Design memory_access_arbiter, sky130hd; sources not shown.
**Met1 routing**

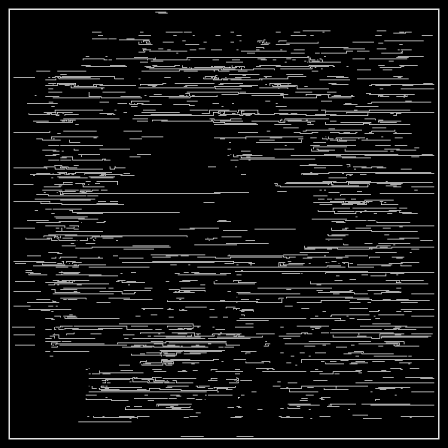
main direction: horizontal
wire length on this layer: 6,760 um
longest straight run: 48.1 um
share of all routed wire: 41%
nets with wire on the layer: 613
detailed-route via count: 3,725
WL final: 16,500 um
M1 GR Usage: 22.7%

**Signal wires on met2**

Scale bar: 50 um.
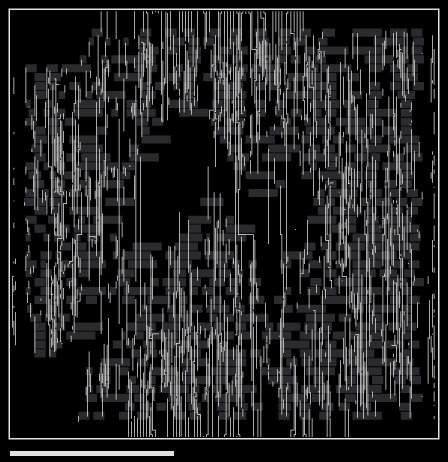
share of all routed wire: 50%
nets with wire on the layer: 651
main direction: vertical
wire length on this layer: 8,240 um
met2 usage: 29.2%

**Metal 3**

Scale bar: 50 um.
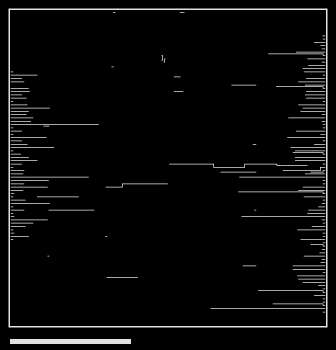
nets with wire on the layer: 144
main direction: horizontal
share of all routed wire: 7.6%
met3 global-route usage: 5.08%

**Signal wires on met4**

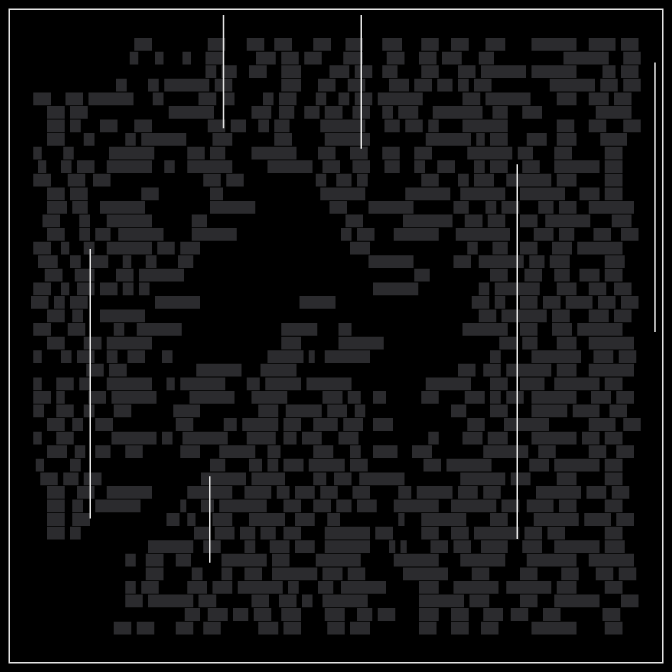
wire length on this layer: 248 um
nets with wire on the layer: 5
main direction: vertical
longest straight run: 74.8 um
share of all routed wire: 1.5%

**Routing congestion map**

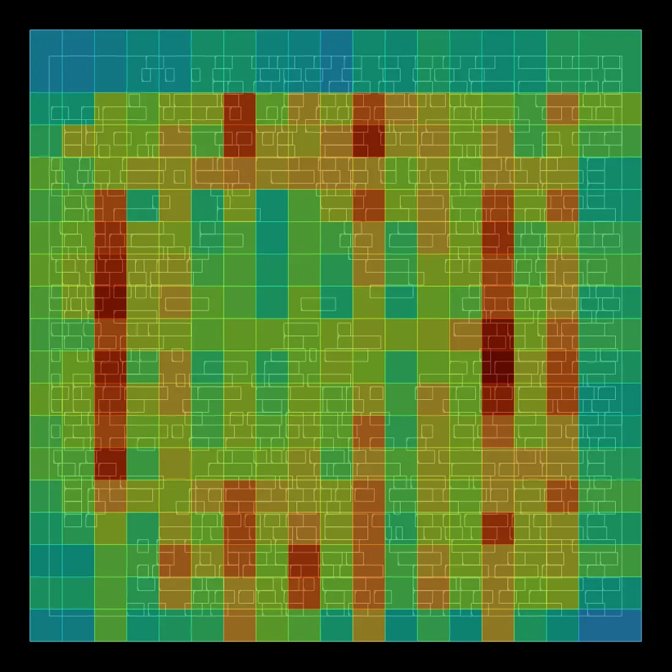
busiest grt layer: met2
drt wl/cell: 21.7 um
fin util: 51.4%
gr usage total: 17.8%

==> summary.txt <==
fresh numbers from the pnr run: postcts setup bufs=16, top_reg_cell synth=dfrtp_1, Skew-Pair Late Insertion Delay=~350 ps, Reg power frac=28.7%, clock network share of area=4.05%, FF-to-FF path depth=7, area post-placement=around 6500 sq um, combinational share of cell area=between 20% and 30%, status=finished, violations left, crit start category=flip-flop, register area=between 2000 and 2500 sq um, post-route cell area=about 7500 sq um, final hold vios=0, Setup CP Type=reg -> out, DP HPWL=between 10,000 and 15,000 um, placed instance count=just over 700, area grow syn2layout=92.5%, metal3 WL=1250 um, port buffer count=about 220, Final min period=approximately 1700 ps, Initial Utilization=between 20% and 30%, Final Skew=approximately 3.4 ps, final routed DRC violation total=0, nets@finish=705, layout cells sized above 1=a little over a third, Gate power share=55.9%, Critical Path AT=~1600 ps, Final ANT Viol Nets=0, Gate Area=between 1500 and 2000 sq um, syn_nets=between 400 and 500, setup violators final=approximately 130, Hold Worst Slack=between 400 and 500 ps, ANT cells=0, Non-clock buffers=approximately 280, Syn Area/Cell=roughly 12 sq um, P_leak=between 3 and 4 nW, critical path endpoint category=output port, tally of OpenROAD warnings=28, Post-synth top cells=88 x dfrtp_1, 50 x and2_1, 50 x and3_1, failing checks=setup timing, Root Driver=clkbuf_16, total gr overflow=0, P_clk=0.00226 W, RSZ-0062 raised after global routing=true, final worst slack=-209 ps, setup tns final=-15,080 ps, share of synthesized registers carrying an async set or reset=100%, inverters=3, I/O pins=~220
Power figures rest on the tool's default switching activity, not on a simulated workload.
